`src/rtl/serial_adder_ctrl_pkg.sv`:
```
`default_nettype none
// ============================================================================
// Module      : serial_adder_ctrl_pkg
// Description : Shared state encodings and counter sizing helper for the
//               bit-serial adder controller.
// Revision    : 1.0 - initial release
// ============================================================================
package serial_adder_ctrl_pkg;

   // Controller states; the unused code 2'b11 falls back to ST_IDLE
   typedef enum logic [1:0] {
      ST_IDLE = 2'b00,
      ST_ADD  = 2'b01,
      ST_DONE = 2'b10
   } state_t;

   // Bit-counter width: ceil(log2 n), never narrower than one bit
   function automatic int cnt_width(input int n);
      int w;
      w = $clog2(n);
      if (w < 1) begin
         w = 1;
      end
      return w;
   endfunction

endpackage
`default_nettype wire

```
`src/rtl/serial_adder_ctrl_full_adder_bit.sv`:
```
`default_nettype none
// ============================================================================
// Module      : full_adder_bit
// Description : One-bit combinational full adder (sum and majority carry).
// Revision    : 1.0 - initial release
// ============================================================================
module full_adder_bit (
   input  logic x,
   input  logic y,
   input  logic cin,
   output logic s,
   output logic cout
);

   assign s    = x ^ y ^ cin;
   assign cout = (x & y) | (x & cin) | (y & cin);

endmodule
`default_nettype wire

```
`src/rtl/serial_adder_ctrl.sv`:
```
`default_nettype none
// ============================================================================
// Module      : serial_adder_ctrl
// Description : Bit-serial adder controller. Loads two N-bit operands on
//               start, adds one bit pair per clock LSB first through a
//               single full-adder cell, and pulses done when finished.
// Revision    : 1.0 - initial release
// ============================================================================
module serial_adder_ctrl #(
   parameter int N = 8
) (
   input  logic         clk,
   input  logic         rst_n,
   input  logic         start,
   input  logic [N-1:0] a_in,
   input  logic [N-1:0] b_in,
   output logic [N-1:0] sum,
   output logic         cout,
   output logic         busy,
   output logic         done
);

   import serial_adder_ctrl_pkg::*;

   localparam int CW = cnt_width(N);

   state_t          r_state;
   logic [N-1:0]    r_ra;
   logic [N-1:0]    r_rb;
   logic [N-1:0]    r_rs;
   logic            r_c;
   logic [CW-1:0]   r_cnt;
   logic            r_busy;
   logic            r_done;

   logic            w_fa_s;
   logic            w_fa_c;
   logic [N-1:0]    w_rs_next;

   full_adder_bit u_fa (
      .x    (r_ra[0]),
      .y    (r_rb[0]),
      .cin  (r_c),
      .s    (w_fa_s),
      .cout (w_fa_c)
   );

   // Result register shifts right with the new sum bit entering at the MSB
   always_comb begin
      w_rs_next        = r_rs >> 1;
      w_rs_next[N-1]   = w_fa_s;
   end

   // Controller FSM with operand/result shift registers and bit counter.
   // The DONE cycle may accept a new start so that a held start yields one
   // operation every N+1 cycles; the result still holds until that load.
   always_ff @(posedge clk or negedge rst_n) begin
      if (!rst_n) begin
         r_state <= ST_IDLE;
         r_ra    <= '0;
         r_rb    <= '0;
         r_rs    <= '0;
         r_c     <= 1'b0;
         r_cnt   <= '0;
         r_busy  <= 1'b0;
         r_done  <= 1'b0;
      end else begin
         case (r_state)
            ST_IDLE, ST_DONE: begin
               r_done <= 1'b0;
               if (start) begin
                  r_ra    <= a_in;
                  r_rb    <= b_in;
                  r_rs    <= '0;
                  r_c     <= 1'b0;
                  r_cnt   <= CW'(N - 1);
                  r_busy  <= 1'b1;
                  r_state <= ST_ADD;
               end else begin
                  r_state <= ST_IDLE;
               end
            end
            ST_ADD: begin
               r_rs <= w_rs_next;
               r_ra <= r_ra >> 1;
               r_rb <= r_rb >> 1;
               r_c  <= w_fa_c;
               if (r_cnt == '0) begin
                  r_busy  <= 1'b0;
                  r_done  <= 1'b1;
                  r_state <= ST_DONE;
               end else begin
                  r_cnt <= r_cnt - CW'(1);
               end
            end
            default: begin
               r_busy  <= 1'b0;
               r_done  <= 1'b0;
               r_state <= ST_IDLE;
            end
         endcase
      end
   end

   assign sum  = r_rs;
   assign cout = r_c;
   assign busy = r_busy;
   assign done = r_done;

endmodule
`default_nettype wire

```
`config.mk`:
```
export PLATFORM = sky130hd
export DESIGN_NAME = serial_adder_ctrl
export DESIGN_NICKNAME = d
export VERILOG_FILES = /design/src/rtl/serial_adder_ctrl_pkg.sv /design/src/rtl/serial_adder_ctrl_full_adder_bit.sv /design/src/rtl/serial_adder_ctrl.sv
export SDC_FILE = /design/constraint.sdc
export NUM_CORES = 1
export LEC_CHECK = 0
export ABC_AREA = 1
export CAP_MARGIN = 5
export CORE_MARGIN = 1
export CORE_UTILIZATION = 40
export CTS_CLUSTER_SIZE = 16
export DETAILED_ROUTE_END_ITERATION = 10
export SKIP_CTS_REPAIR_TIMING = 1
export SYNTH_ARGS = -nofsm -noshare
export SYNTH_HDL_FRONTEND = slang
export SYNTH_SLANG_ARGS = --single-unit
```
`constraint.sdc`:
```
create_clock -name clk -period 1.4 [get_ports clk]
set_clock_uncertainty 0.05 [all_clocks]
set_input_delay 0.21 -clock clk [delete_from_list [all_inputs] [get_ports clk]]
set_output_delay 0.21 -clock clk [all_outputs]
set_load 0.05 [all_outputs]
```
flops_by_reg.png
Bar = 20 µm. Other sequential cells in the stronger gray, the rest of the logic in the fainter gray.
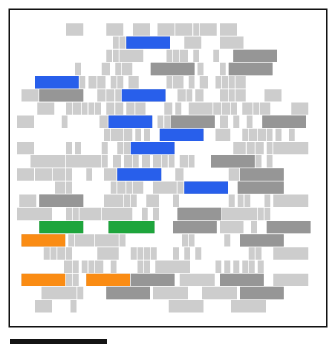
legend:
  orange:
    netlist_name: r_cnt
    sequential_cells: 3
  green:
    netlist_name: r_state
    sequential_cells: 2
  blue:
    netlist_name: r_rb
    sequential_cells: 8
not colored: 18

logic_types.png
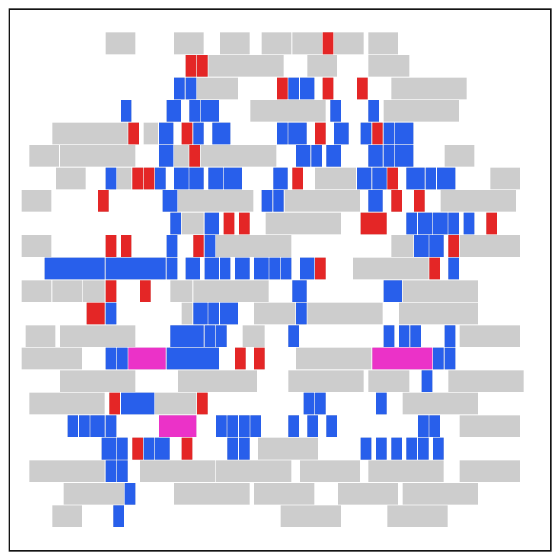
legend:
  magenta:
    family: adder and majority cells
    cells: 3
    most_used: ha_1
  red:
    family: inverters
    cells: 37
    most_used: inv_1
  blue:
    family: NAND gates
    cells: 119
    most_used: nand2_1

wires.png
Two of the layers only.
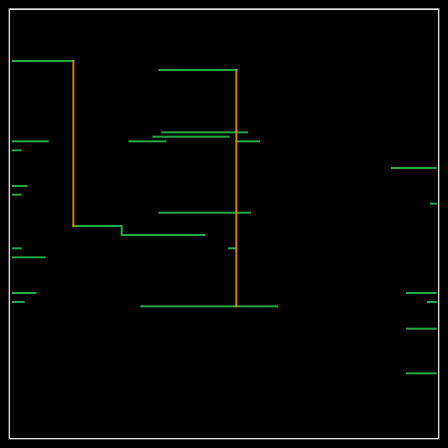
legend:
  green:
    layer: metal 3
    wire_length: 154 µm
  orange:
    layer: metal 4
    wire_length: 61.2 µm

sizes.png
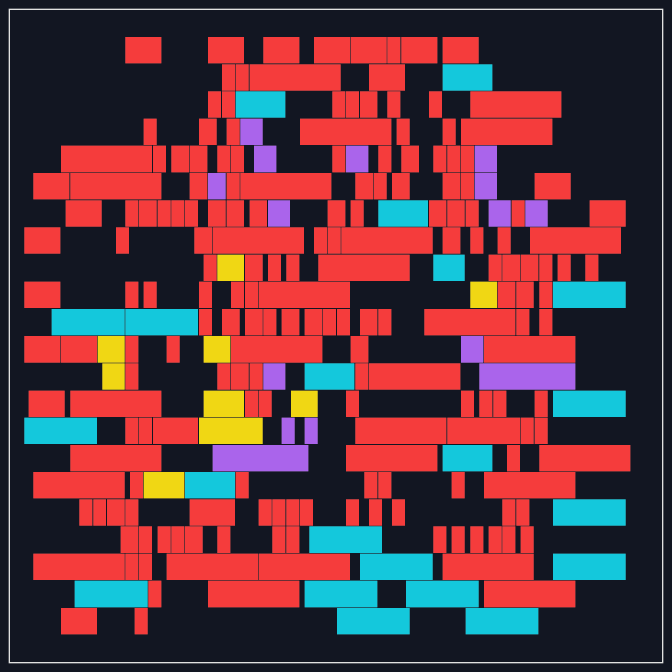
legend:
  purple:
    size: _2 cells
    cells: 15
    share: 6.4%
  cyan:
    size: _6 and larger
    cells: 21
    share: 8.9%
  red:
    size: _0 and _1 cells
    cells: 190
    share: 81%
  yellow:
    size: _3 and _4 cells
    cells: 9
    share: 3.8%
area growth from synthesis to layout: 35.1%
final worst slack: 0.0880 ns
non-clock buffer count: 35
Design Area, Final: 2160 µm²

congestion.png
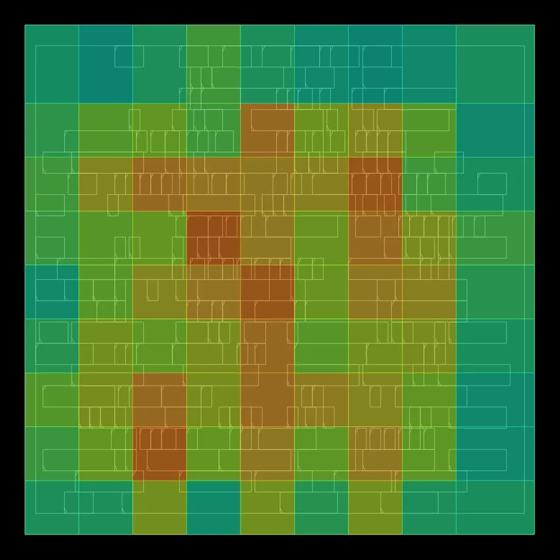
Util after Layout: 57.7%
gr busiest metal: met2
met2 usage: 28.0%
met3 Track Usage GR: 5.21%
GRT Overall Usage: 17.5%

## critical path, delay by kind of cell, from the launching register on
family | cells | cell delay, ns
adder cells (fa/ha/maj) | 2 | 0.36
buffers and inverters | 2 | 0.16
flip-flops | 1 | 0.36
AND/OR/NAND/NOR | 4 | 0.31
## path summary, 6_finish.rpt
path                           from       end  slack [ns]  depth (start not counted)
setup / recovery           r_cnt[0]  r_cnt[2]        0.09                          8
hold / removal                rst_n  r_cnt[0]        0.24                          2
setup reg to reg           r_cnt[0]  r_cnt[2]        0.09                          8
hold reg to reg             r_rb[1]   r_rb[1]        0.43                          2
max in group asynchronous     rst_n      cout        0.87                          2
min in group clk            r_rb[1]   r_rb[1]        0.43                          2
## state kept, by name, indices dropped and copies added, names as in the netlist
name and cells:
sum 8, r_state 2, r_ra 8, r_cnt 3
r_rb 8, busy 1, cout 1
## per-stage QoR
stage / instances / setup WS, ns
6_report: 283 / 0.0880
3_5_place_dp: 276 / -0.0134
5_1_grt: 283 / -0.00352
3_3_place_gp: 276 / 0.00990
4_1_cts: 283 / -0.0310
2_1_floorplan: 201 / 0.0870
## cells in the mapped netlist
library cell,instances,area share (%)
nand3_1,32,10
dfrtp_1,31,49
o21ai_0,2,0.63
buf_8,1,0.94
buf_2,2,0.63
buf_4,2,0.94
nand2_4,1,0.70
inv_6,1,0.55
nand2_1,74,17
clkbuf_1,1,0.23
inv_2,2,0.47
nor2_1,1,0.23
fa_1,1,1.3
ha_1,2,1.6
nand2_8,2,2.5
inv_4,1,0.39
inv_1,33,7.7
nand2_2,10,3.9
buf_6,2,1.4
## power breakdown
part	total, mW	leakage [nW]	switching [mW]	internal [mW]
registers	1.72	0.380	0.386	1.34
logic	2.97	0.741	1.73	1.25
clock network	0.703	0.0470	0.318	0.385
## logic make-up after synthesis
kind of cell / count (synthesis) / share of synthesized area, %
AND/OR/NAND/NOR: 120 / 34.7
adder cells (fa/ha/maj): 3 / 2.82
flip-flops: 31 / 48.5
AND-OR/OR-AND: 2 / 0.626
buffers and inverters: 45 / 13.3
## cells in the final DEF, fill, tap and decap left out, drive strengths merged
master,instances
inv,37
nor2,1
clkdlybuf4s50,18
nand2,87
clkbuf,6
fa,1
nand3,32
dfrtp,31
buf,17
o21ai,2
clkinv,1
ha,2
## final cells by class
type	instances	area share [%]
flip-flops and latches	31	36.0
multi-input cells	125	29.2
repair buffers	35	21.2
inverters	37	6.77
clock buffers	6	3.82
well taps	48	2.78
clock inverters	1	0.232
## per-layer routing
metal	vias up	wire length [µm]	share of wire, %	GRT usage, %
met3	6	153	4.8	5.21
met2	30	1520	48	28.0
li1	663	-	-	-
met1	604	1430	45	21.7
met4	0	61	1.9	8.15
met5	-	0	0	0
==> results.sh <==
# physical design summary
export IMPL_io_pins=30
export IMPL_place_area_um2=2050
export IMPL_synth_yosys_seq_area_share_pct=48.5
export IMPL_p_leak_nw=1.17
export IMPL_ir_worst_vdd_uv=1390
export IMPL_diodes=0
export IMPL_synth_nets=223
export IMPL_antenna_found_initial=0
export IMPL_worstHoldPathType="input pin to asynchronous set/reset pin"
export IMPL_crit_required_ns=1.57
export IMPL_wirelength_mm=3.17
export IMPL_synth_area_um2=1600
export IMPL_ys_cells=201
export IMPL_fmax_mhz=762
export IMPL_worstMarginPinSlew_ns=0.325
export IMPL_regArea_um2=778
export IMPL_cts_sinks=31
export IMPL_p_per_area_nw_per_um2=2500
export IMPL_avgSynthCellArea_um2=7.96
export IMPL_rows=22
export IMPL_layout_drive_gt1_share_pct=19.1
export IMPL_dr_pass1_iters=4
export IMPL_fp_dieW_um=65.2
export IMPL_status="finished clean"
export IMPL_cp_arrival_ns=1.48
export IMPL_grt_max_degree=32
export IMPL_ys_ff=31
export IMPL_setup_violations=0
export IMPL_ys_warn_count=0
export IMPL_logic_area_um2=631
export IMPL_yosysUniqueCellTypes=19
export IMPL_globalplace_congestion=0.707
export IMPL_ys_area_um2=1600
export IMPL_end_kind="flip-flop"
export IMPL_num_fill_cells=354
export IMPL_dieArea_um2=4250
export IMPL_finalMaxSlewViolations=0
export IMPL_cts_buffer_depth=2
export IMPL_fp_util_pct=42.7
export IMPL_grt_pass1_vias=1237
export IMPL_finalHoldWorstSlack_ns=0.240
export IMPL_finalHoldViolCount=0
export IMPL_vias_per_cell=4.60
export IMPL_dr_first_iter_drc_count=52
export IMPL_clock_latency_ns=0.28
export IMPL_cts_made_buffers=5
export IMPL_warnings=26
export IMPL_vias=1303
export IMPL_power_mw=5.40
export IMPL_hpwl_mm=2.27
export IMPL_cts_tree="done"
export IMPL_htreeDepth=2
export IMPL_postRouteAntennaNets=0
export IMPL_drc=0
export IMPL_fin_tns_setup_ns=0
export IMPL_crit_chain="inv_1 > ha_1 > ha_1 > inv_1 > nand3_4 > nand2_4 > nand2_1 > nand2_1"
export IMPL_syn_inst=201
export IMPL_setup_worst_path_class="flip-flop to flip-flop"
export IMPL_die_height_um=65.2
export IMPL_slew_headroom_pct=78.3
export IMPL_clk_pin_slew_ns=0.06
export IMPL_core_area_um2=3740
export IMPL_max_stage_delay_ns=0.36
export IMPL_crit_path_start_kind="flip-flop"
export IMPL_worstPathMaxFanout=5
export IMPL_min_period_ns=1.31
export IMPL_grt_overflow=0
export IMPL_worst_path_max_delay_cell="dfrtp_1"
export IMPL_io_buffers=29
export IMPL_drv_cap=0
export IMPL_nets=257
export IMPL_finalCritPeriodShare_pct=93.7
export IMPL_grt_pass1_wl_mm=5.58
export IMPL_cts_root_buf="clkbuf_8"
export IMPL_wl_per_cell_um=11.2
No activity file was given, so power comes from the tool's default toggle rates.
